[config.mk]
export PLATFORM = sky130hd
export DESIGN_NAME = sar_search
export DESIGN_NICKNAME = d
export VERILOG_FILES = /design/src/rtl/sar_search.sv
export SDC_FILE = /design/constraint.sdc
export NUM_CORES = 1
export LEC_CHECK = 0
export CORE_MARGIN = 2
export CORE_UTILIZATION = 45
export DETAILED_ROUTE_END_ITERATION = 8
export PLACE_DENSITY = 0.79
export SLEW_MARGIN = 20
export SYNTH_ARGS = -nofsm -noshare
export SYNTH_HDL_FRONTEND = slang
export SYNTH_SLANG_ARGS = --single-unit
[constraint.sdc]
create_clock -name clk -period 3.1 [get_ports clk]
set_input_delay 0.62 -clock clk [delete_from_list [all_inputs] [get_ports clk]]
set_output_delay 0.62 -clock clk [all_outputs]
set_load 0.02 [all_outputs]
[src/rtl/sar_search.sv]
// Successive-approximation search controller: drives a registered guess into an
// external comparator and resolves the hidden target MSB-first. Optional macro: SAR_EARLY_EXIT_EN.
module sar_search #(
  parameter int WIDTH = 4
) (
  input  logic             clk,
  input  logic             rst,
  input  logic             start,
  input  logic             cmp_eq,
  input  logic             cmp_lt,
  input  logic             cmp_gt,
  output logic [WIDTH-1:0] guess,
  output logic             busy,
  output logic             done,
  output logic [WIDTH-1:0] result,
  output logic             err
);

  localparam int IW = (WIDTH > 1) ? $clog2(WIDTH) : 1;
  localparam logic [WIDTH-1:0] ONE = {{(WIDTH-1){1'b0}}, 1'b1};
  localparam logic [WIDTH-1:0] MSB = {1'b1, {(WIDTH-1){1'b0}}};

  typedef enum logic [0:0] {IDLE = 1'b0, TRY = 1'b1} state_t;

  state_t           state;
  logic [IW-1:0]    idx;
  logic [WIDTH-1:0] probe;
  logic [WIDTH-1:0] kept;
  logic             onehot;
  logic             last;

  function automatic logic flags_onehot(input logic [2:0] f);
    return (f == 3'b001) || (f == 3'b010) || (f == 3'b100);
  endfunction

  // Decision for the bit under test and end-of-search detection.
  always_comb begin
    probe  = ONE << idx;
    onehot = flags_onehot({cmp_eq, cmp_lt, cmp_gt});
    if (cmp_gt) begin
      kept = guess & ~probe;
    end else begin
      kept = guess;
    end
`ifdef SAR_EARLY_EXIT_EN
    if ((idx == '0) || (onehot && cmp_eq)) begin
      last = 1'b1;
    end else begin
      last = 1'b0;
    end
`else
    if (idx == '0) begin
      last = 1'b1;
    end else begin
      last = 1'b0;
    end
`endif
  end

  // Search FSM; every output is a register.
  always_ff @(posedge clk or posedge rst) begin
    if (rst) begin
      state  <= IDLE;
      guess  <= '0;
      result <= '0;
      idx    <= '0;
      busy   <= 1'b0;
      done   <= 1'b0;
      err    <= 1'b0;
    end else begin
      done <= 1'b0;
      case (state)
        IDLE: begin
          if (start) begin
            guess <= MSB;
            idx   <= IW'(WIDTH - 1);
            err   <= 1'b0;
            busy  <= 1'b1;
            state <= TRY;
          end else begin
            state <= IDLE;
          end
        end
        TRY: begin
          // Malformed flags are recorded but the search still follows cmp_gt.
          if (!onehot) begin
            err <= 1'b1;
          end else begin
            err <= err;
          end
          if (last) begin
            guess  <= kept;
            result <= kept;
            done   <= 1'b1;
            busy   <= 1'b0;
            state  <= IDLE;
          end else begin
            guess <= kept | (probe >> 1);
            idx   <= idx - IW'(1);
            state <= TRY;
          end
        end
        default: begin
          state <= IDLE;
          busy  <= 1'b0;
        end
      endcase
    end
  end

endmodule

### Metal layers overlaid

Only two layers are drawn.
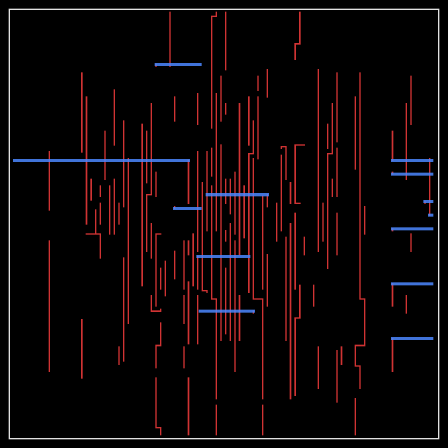
color	layer	wire length
blue	met3	61.0 um
red	met2	719 um

### Sequential cells colored by netlist name

The bar under the picture is 10 um long. Other sequential cells in the stronger gray, the rest of the logic in the fainter gray.
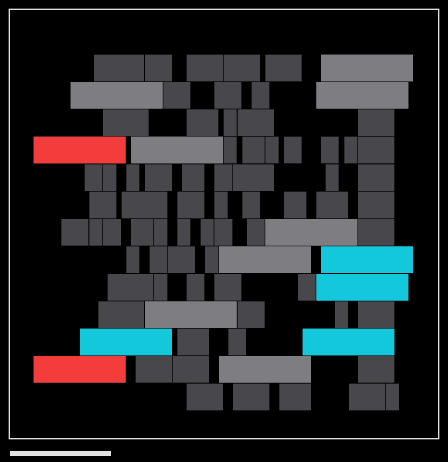
color	name in the netlist	placed flops
red	idx	2
cyan	result	4
not colored	8

### Cell area per tile

The bar under the picture is 10 um long. 8 x 8 tiles, from dark purple (low) to yellow (high), 0 to 100% covered.
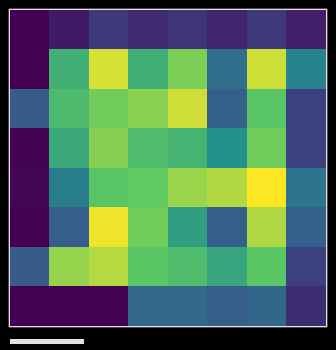
densest ninth of the die	center
fullest tile	100%
mean over tiles	47%
tiles over 75% full	27%
fin util: 0.6510
FP Core Util: 0.4991
Core Region: 1334 sq um

==> out/metrics.cfg <==
[grt]
grt_overflow = 0
grt_pass1_wl_mm = 2.332
grt_usage = 0.1771
antenna_found_initial = 0
grt_max_degree = 15

[logic_synthesis]
syn_area_sq_um = 665.6
simple_gate_share = 0.1297
ys_types = 22
synthCells = 66
synthArstFlopShare = 1.000
syn_avg_cell_area_sq_um = 10.09
yosys_area_sq_um = 665.6
aoi_share = 0.2030
edf_count = 0
logic_family = AND-OR/OR-AND gates
adder_share = 0.07519
topCellsByArea = dfrtp_1 (53%), ha_1 (7.5%), a21oi_1 (6.0%), nand2_1 (4.5%), a22o_1 (3.9%)
synth_top_area_share = 0.5263
xor_area_frac = 0.01316
fp_nets = 76
top_cell = dfrtp_1
yosysSeqAreaShare = 0.5263
ys_warn_count = 0

[cells_and_area]
area_growth_pct = 30.45
num_antenna_cells = 0
nets = 95

[worst_setup_path]
ff2ff_path_depth = 5
cp.depth = 1
r2r-start = idx[0]$_DFFE_PP0P_
path_class = flip-flop to output port
cpPeakStageDelay_ns = 0.62
critical_path_buf_inv_count = 1
end_kind = output port
cp_cell_sequence = clkdlybuf4s50_1
worstPathArrival_ns = 1.33
critPathRequiredTime_ns = 2.48
critPathTopFamily = buffers and inverters
crit_slowest_cell = clkdlybuf4s50_1
r2r_setup_slack_ns = 1.70
endpoint = guess[0]

[timing]
setup-tns-final_ns = 0
timing.final.ws_setup_ns = 1.151
finalHoldViolCount = 0
setup_viol = 0
fin_skew_ns = 0.003280
max_slew.worst_pin.slew_ns = 0.5366
fin_crit_sh = 0.6289
rsz0062_at_grt = false

[run_status]
status = complete, no violations

[placement]
io_buffers = 16
pre_cts_ws_ns = 1.307
routabilityCongestion = 0.8295

[route]
wl_mm = 1.403
drt_iter0_markers = 14
wire_per_inst_um = 14.17
drt_first_pass_iters = 4
drt-vias-per-instance = 5.354
drcViolationCount = 0
vias = 530

[job]
log.warning_count = 29
maxCapViolCount = 0

[die]
die_h_um = 42.46
placementRows = 13
die_area_sq_um = 1803
die_w_um = 42.46
ios = 17

[clock_network]
cts_sinks = 14
clk_pin_slew_worst_paths_ns = 0.08
cts_made_buffers = 3
clock_path_buffers = 2
insertion_delay_ns = 0.29
cts_tree = built
ctsHoldBuffers = 0
cts-root-buf = clkbuf_4
htreeDepth = 1
cts_resized = 0

[pwr]
power.density_nw_per_um2 = 1079
peakVddDrop_uv = 523.7

==> sequential cells by signal (all words and copies together) (netlist names) <==
register and count:
result 4, idx 2, err 1, state 1, done 1, busy 1, guess 4
==> per-stage QoR <==
stage	std cells	utilization	area, sq um	hold WS [ns]
floorplan	66	-	665.6	0.5092
global placement	95	0.6238	832.0	0.4649
detailed placement	95	0.6238	832.0	0.4745
global route	99	0.6510	868.3	0.5333
CTS	99	0.6510	868.3	0.4939
finish	99	0.6510	868.3	0.4842
==> worst min path at each step <==
| stage | end | cells after the start | slack [ns] | start |
|---|---|---|---|---|
| 2_1_floorplan | busy$_DFFE_PP0P_ | 1 | 0.51 | rst |
| 3_3_place_gp | result[0]$_DFFE_PP0P_ | 2 | 0.46 | result[0]$_DFFE_PP0P_ |
| 3_5_place_dp | result[0]$_DFFE_PP0P_ | 2 | 0.47 | result[0]$_DFFE_PP0P_ |
| 4_1_cts | result[0]$_DFFE_PP0P_ | 2 | 0.49 | result[0]$_DFFE_PP0P_ |
| 5_1_grt | result[2]$_DFFE_PP0P_ | 1 | 0.53 | result[2]$_DFFE_PP0P_ |
| 6_report | result[0]$_DFFE_PP0P_ | 2 | 0.48 | result[0]$_DFFE_PP0P_ |
==> logic make-up after synthesis <==
group | Yosys count
AND-OR/OR-AND | 22
AND/OR/NAND/NOR | 17
flip-flops | 14
buffers and inverters | 8
adder cells (fa/ha/maj) | 4
XOR/XNOR | 1
==> final cells by class <==
class / count / area (sq um)
fill: 111 / 465.4
sequential: 14 / 350.3
multi-input combinational: 44 / 280.3
timing repair buffer: 16 / 160.2
clock buffer: 4 / 36.28
inverter: 6 / 22.52
tap: 15 / 18.77
==> where the power goes <==
| group | internal (mW) | switching, mW | leakage [nW] |
|---|---|---|---|
| registers | 0.265 | 0.0732 | 0.168 |
| clock network | 0.0717 | 0.0646 | 0.0210 |
| logic | 0.216 | 0.246 | 0.221 |
==> per-layer routing <==
layer / up-vias / wire (um) / global-route usage
met5: - / 0 / 0
li1: 257 / - / -
met2: 15 / 719 / 0.3108
met4: 0 / 24 / 0.07500
met3: 3 / 60 / 0.03879
met1: 255 / 598 / 0.2049
==> cell usage in the layout, fill, tap and decap left out <==
| cell type | instances |
|---|---|
| ha_1 | 4 |
| o31ai_1 | 1 |
| clkbuf_8 | 1 |
| nor2_1 | 3 |
| o21a_1 | 1 |
| clkdlybuf4s50_1 | 16 |
| o21ai_0 | 5 |
| dfrtp_1 | 14 |
| a21oi_1 | 8 |
| a22o_1 | 3 |
| inv_1 | 6 |
| and2b_1 | 1 |
| nor3b_1 | 1 |
| nand2_1 | 8 |
| nand2b_1 | 1 |
| a22oi_1 | 1 |
| nor2b_1 | 1 |
| nand2_2 | 1 |
| nor2_4 | 1 |
| a31oi_1 | 1 |
| clkbuf_4 | 3 |
| xnor2_1 | 1 |
| a21boi_0 | 2 |
Power and IR drop assume default switching activity.
